==> src/rtl/msrv32_pc_redirect_ctrl.sv <==
// Program counter owner and next-fetch-address selector for the msrv32 core.
// Arbitrates trap / mret / branch redirects and generates a registered pipeline flush.
module msrv32_pc_redirect_ctrl #(
  parameter logic [31:0] BOOT_ADDRESS = 32'h0000_0000,
  parameter int          FLUSH_CYCLES = 1,
  parameter int          CNT_W        = 16
) (
  input  logic             ms_riscv32_mp_clk_in,
  input  logic             ms_riscv32_mp_rst_in,
  input  logic             branch_taken_in,
  input  logic [4:0]       opcode_6_to_2_in,
  input  logic [31:0]      rs1_in,
  input  logic [31:0]      imm_in,
  input  logic             trap_taken_in,
  input  logic [31:0]      trap_address_in,
  input  logic             mret_in,
  input  logic [31:0]      epc_in,
  input  logic             stall_in,
  output logic [31:0]      pc_out,
  output logic [31:0]      iaddr_out,
  output logic [31:0]      pc_plus_4_out,
  output logic             misaligned_instr_out,
  output logic             flush_out,
  output logic [CNT_W-1:0] redirect_count_out
);

  localparam logic [4:0] OPC_JALR     = 5'b11001;
  localparam logic [2:0] FLUSH_RELOAD = 3'(FLUSH_CYCLES - 1);

  typedef enum logic [1:0] {
    ST_BOOT,
    ST_RUN,
    ST_FLUSH
  } state_t;

  state_t           state;
  state_t           state_next;
  logic [2:0]       flush_cnt;
  logic [2:0]       flush_cnt_next;
  logic             flush_next;
  logic [CNT_W-1:0] count_next;

  logic [31:0] jalr_sum;
  logic [31:0] branch_target;
  logic        in_boot;
  logic        in_run;
  logic        branch_accept;
  logic        trap_accept;
  logic        mret_accept;
  logic        redirect;

  // JALR clears bit 0 of its sum; every other branch form is PC-relative.
  assign jalr_sum      = rs1_in + imm_in;
  assign branch_target = (opcode_6_to_2_in == OPC_JALR) ? {jalr_sum[31:1], 1'b0}
                                                         : (pc_out + imm_in);
  assign pc_plus_4_out = pc_out + 32'd4;

  assign in_boot       = (state == ST_BOOT);
  assign in_run        = (state == ST_RUN);
  assign branch_accept = branch_taken_in & ~branch_target[1] & in_run;
  assign trap_accept   = trap_taken_in & ~in_boot;
  assign mret_accept   = mret_in & ~in_boot;
  assign redirect      = trap_accept | mret_accept | branch_accept;

  always_ff @(posedge ms_riscv32_mp_clk_in or posedge ms_riscv32_mp_rst_in) begin
    if (ms_riscv32_mp_rst_in) begin
      state              <= ST_BOOT;
      pc_out             <= BOOT_ADDRESS;
      flush_out          <= 1'b1;
      flush_cnt          <= 3'd0;
      redirect_count_out <= '0;
    end else if (!stall_in) begin
      state              <= state_next;
      pc_out             <= iaddr_out;
      flush_out          <= flush_next;
      flush_cnt          <= flush_cnt_next;
      redirect_count_out <= count_next;
    end
  end

  always_comb begin
    state_next     = state;
    flush_next     = flush_out;
    flush_cnt_next = flush_cnt;
    unique case (state)
      ST_BOOT: begin
        state_next = ST_RUN;
        flush_next = 1'b0;
      end
      ST_RUN: begin
        if (redirect) begin
          state_next     = ST_FLUSH;
          flush_next     = 1'b1;
          flush_cnt_next = FLUSH_RELOAD;
        end else begin
          flush_next = 1'b0;
        end
      end
      ST_FLUSH: begin
        // Execute holds a bubble here, so only trap/mret can extend the flush.
        if (trap_accept || mret_accept) begin
          flush_next     = 1'b1;
          flush_cnt_next = FLUSH_RELOAD;
        end else if (flush_cnt == 3'd0) begin
          state_next = ST_RUN;
          flush_next = 1'b0;
        end else begin
          flush_cnt_next = flush_cnt - 3'd1;
        end
      end
      default: begin
        state_next = ST_BOOT;
        flush_next = 1'b1;
      end
    endcase

    count_next = redirect_count_out;
    if (redirect && (redirect_count_out != {CNT_W{1'b1}})) begin
      count_next = redirect_count_out + {{(CNT_W-1){1'b0}}, 1'b1};
    end
  end

  always_comb begin
    misaligned_instr_out = branch_taken_in & branch_target[1] & in_run;
    iaddr_out            = pc_plus_4_out;
    if (in_boot) begin
      iaddr_out = BOOT_ADDRESS;
    end else if (trap_taken_in) begin
      iaddr_out = trap_address_in;
    end else if (mret_in) begin
      iaddr_out = epc_in;
    end else if (branch_accept) begin
      iaddr_out = branch_target;
    end
  end

endmodule

==> config.mk <==
export PLATFORM = sky130hd
export DESIGN_NAME = msrv32_pc_redirect_ctrl
export DESIGN_NICKNAME = d
export VERILOG_FILES = /design/src/rtl/msrv32_pc_redirect_ctrl.sv
export SDC_FILE = /design/constraint.sdc
export NUM_CORES = 1
export LEC_CHECK = 0
export ABC_AREA = 1
export CAP_MARGIN = 20
export CORE_AREA = 5 5 160 162
export DETAILED_ROUTE_END_ITERATION = 6
export DIE_AREA = 0 0 165 167
export HOLD_SLACK_MARGIN = 0.1
export PLACE_DENSITY = 0.78
export SYNTH_ARGS = -nofsm -noshare
export SYNTH_HDL_FRONTEND = slang
export SYNTH_SLANG_ARGS = --single-unit
export TNS_END_PERCENT = 100
==> constraint.sdc <==
create_clock -name ms_riscv32_mp_clk_in -period 3.3 [get_ports ms_riscv32_mp_clk_in]
set_clock_uncertainty 0.05 [all_clocks]
set_input_delay 0.66 -clock ms_riscv32_mp_clk_in [delete_from_list [all_inputs] [get_ports ms_riscv32_mp_clk_in]]
set_output_delay 0.66 -clock ms_riscv32_mp_clk_in [all_outputs]
set_load 0.1 [all_outputs]
==> flow_summary.ini <==
; generated from flow reports
[logic_synthesis]
aoi_share_pct = 11.3
ys_types = 41
ys_cells = 1744
yosys.area.top_type = nand2_1
syn_area_per_cell_um2 = 5.40
area_leaders = nand2_1 26%, dfrtp_1 14%, inv_1 14%
ys_sh_mux_pct = 0
top_cells_by_count = 648 x nand2_1, 350 x inv_1, 171 x nand3_1, 129 x nor2_1, 76 x a21oi_1
synthFlopType = dfrtp_1
top_cell = nand2_1
yosysChipArea_mm2 = 0.00942
top_logic_kind = simple AND/OR/NAND/NOR gates
async_flop_share_pct = 100
enable_flop_cells = 0
top_cell_area_share_pct = 25.8
xor_area_share_pct = 3.91
synth_area_mm2 = 0.00942
ys_seq_share_pct = 14.4

[worst_setup_path]
cp_top_family = simple AND/OR/NAND/NOR gates
cp.depth = 15
end_kind = output port
path_buffers = 4
timing.rr.end = pc_out[5]
rr_startpoint = pc_out[1]
r2r_setup_slack_ns = 0.47
critPathMaxFanout = 4
cp_cell_sequence = dlygate4sd2_1, ha_4, nand2_4, inv_1, nand2_1, nand2_4, buf_4, nand2_1, nand2_2, a21oi_4, nand3_2, nand3_2, nand3_4, a21boi_4, buf_12
setup.worst_path.start = rs1_in[13]
required_ns = 2.59
critPathCapture = iaddr_out[27]
ff2ff_path_depth = 14
cpMaxStageDelayCell = dlygate4sd2_1
worst-endpoint-arrival_ns = 2.70
critPathLaunchType = input port
max_stage_delay_ns = 0.26

[final_layout]
seq_area_share_pct = 7.62
final_core_util_pct = 76.2
logic_gate_count = 1304
largest_reg_flops = 32
register_area_mm2 = 0.00139
drive_gt1_share_pct = 43.3
dominant-cell-class = combinational gates
layout.nets = 2457
clk_share_pct = 0.945
fin_area_mm2 = 0.0183
logic_area_mm2 = 0.00972
mostFrequentLayoutCells = 502 x nand2_1, 307 x inv_1, 292 x buf_4, 113 x nand2_2, 93 x nand3_1
antenna_cells = 0
bufAreaShareNonClock_pct = 28.4
reg_top3 = pc_out: 32 flops, redirect_count_out: 16 flops, flush_cnt: 3 flops

[timing]
slew_violations = 0
setup_slack_ns = -0.109
rsz0062_at_grt = true
hold_viol = 0
timing.slew.headroom_pct = 62.1
whs_ns = 0.453
setup_viol = 27
finalSetupTns_ns = -1.64
period_used_pct = 103
max_freq_mhz = 293

[global_route]
grt_util_met2_pct = 58.3
busiest_layer = met2
use_met1_pct = 42.2
grt_max_degree = 32
grt_pass1_wl_um = 73500
grtUsageTotal_pct = 33.8
grt-ovfl-total = 0
antenna_found_initial = 0

[clocking]
cts_tree = yes
insertion_delay_ns = 0.30
cts_resized = 482
cts_buffers = 5
post-cts-setup-buffer-count = 49
root_buffer = clkbuf_16
clock_sinks = 54
path_clk_slew_ns = 0.08

[floorplanning]
chip_area_mm2 = 0.0276
fp_util_pct = 39.3
rows = 57
fp.coreArea_mm2 = 0.0240
nWellTaps = 324

[drt]
wl_per_cell_um = 19.7
maxUsedRoutingLayer = met4
met2_length_um = 24300
antenna_left = 0
firstDrtPassIters = 6
drt_iter0_drc = 1307
vias_per_cell = 5.42
wl_um = 50700
wl_met1_um = 19600
vias = 13900
drc = 0
dr_wl_met3_um = 4320

[status]
violations = setup timing
status = finished, violations left

[power]
comb-power_uw = 12400
power.internal_uw = 5590
power_switching_uw = 8730
p_per_area_mw_per_mm2 = 784
vdd_drop_max_uv = 855
pwr-share-clk_pct = 4.6
power.share.switching_pct = 61.0
leakagePower_uw = 0.00906
p_comb_share_pct = 86.4
sequentialPower_uw = 1290
power_uw = 14300

[place]
post-place-ws_ns = -0.725
gp_congestion = 0.982
place_inst = 2477
dpl_cell_area_mm2 = 0.0150

[worst_hold_path]
worst_hold_path.endpoint = flush_out
hold_path_class = reg -> reg
min_path_cells = 2

[job]
drv_cap = 0
### Cell outlines without signal wires

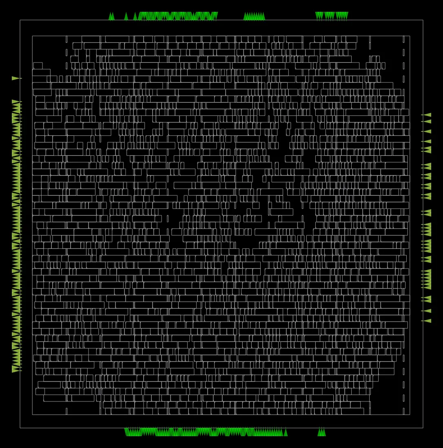
fin cells: 2572
Filler cells: 1739
flip-flops: 54

### Wires at chosen ports, followed through buffers

Drawn at 1.5 px/µm.
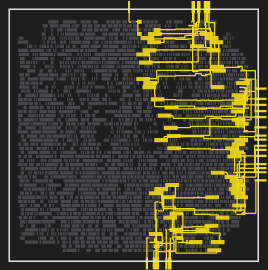
| port | colour | bits | direction | edge | end cells | buffers | wire |
|---|---|---|---|---|---|---|---|
| imm_in | yellow | 32 | input | 15 east, 9 north, 8 south | 65 | 40 | 2430 µm |
IO Port Bufs: 252
num ports: 253

### I/O pins on the die edge

Drawn at 3 px/µm. Pins as bars across the die edge, other pins in grey.
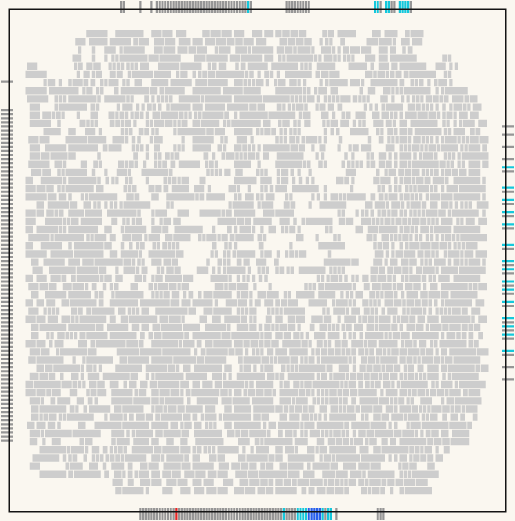
| port | colour | pins | direction | edge |
|---|---|---|---|---|
| imm_in | cyan | 32 | input | 15 east, 9 north, 8 south |
| misaligned_instr_out | red | 1 | output | south |
| opcode_6_to_2_in | blue | 5 | input | south |
chip height: 167 µm
Die X: 165 µm

### Sizing map

Drawn at 3 px/µm.
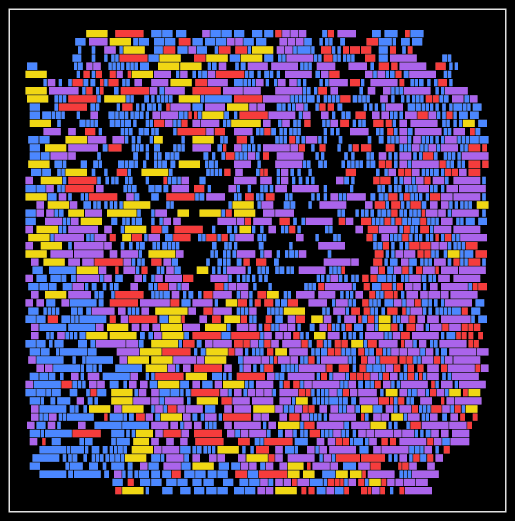
| size | colour | cells | share |
|---|---|---|---|
| x6 and larger | yellow | 113 | 5.0% |
| x1 and smaller | blue | 1274 | 57% |
| x2 | red | 342 | 15% |
| x3 and x4 | purple | 519 | 23% |
slack of the critical path: -0.109 ns
Signal buffers: 528

### Selected gate families

Drawn at 3 px/µm.
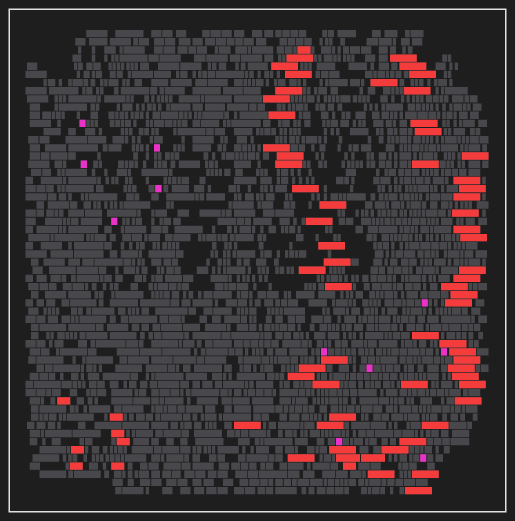
| family | colour | cells |
|---|---|---|
| fa/ha/maj cells | red | 71 |
| and/or cells | magenta | 11 |
logic share of the area: 53.2%
Commonest Layout Cell: nand2_1

Power is estimated from default activity; no workload was simulated.
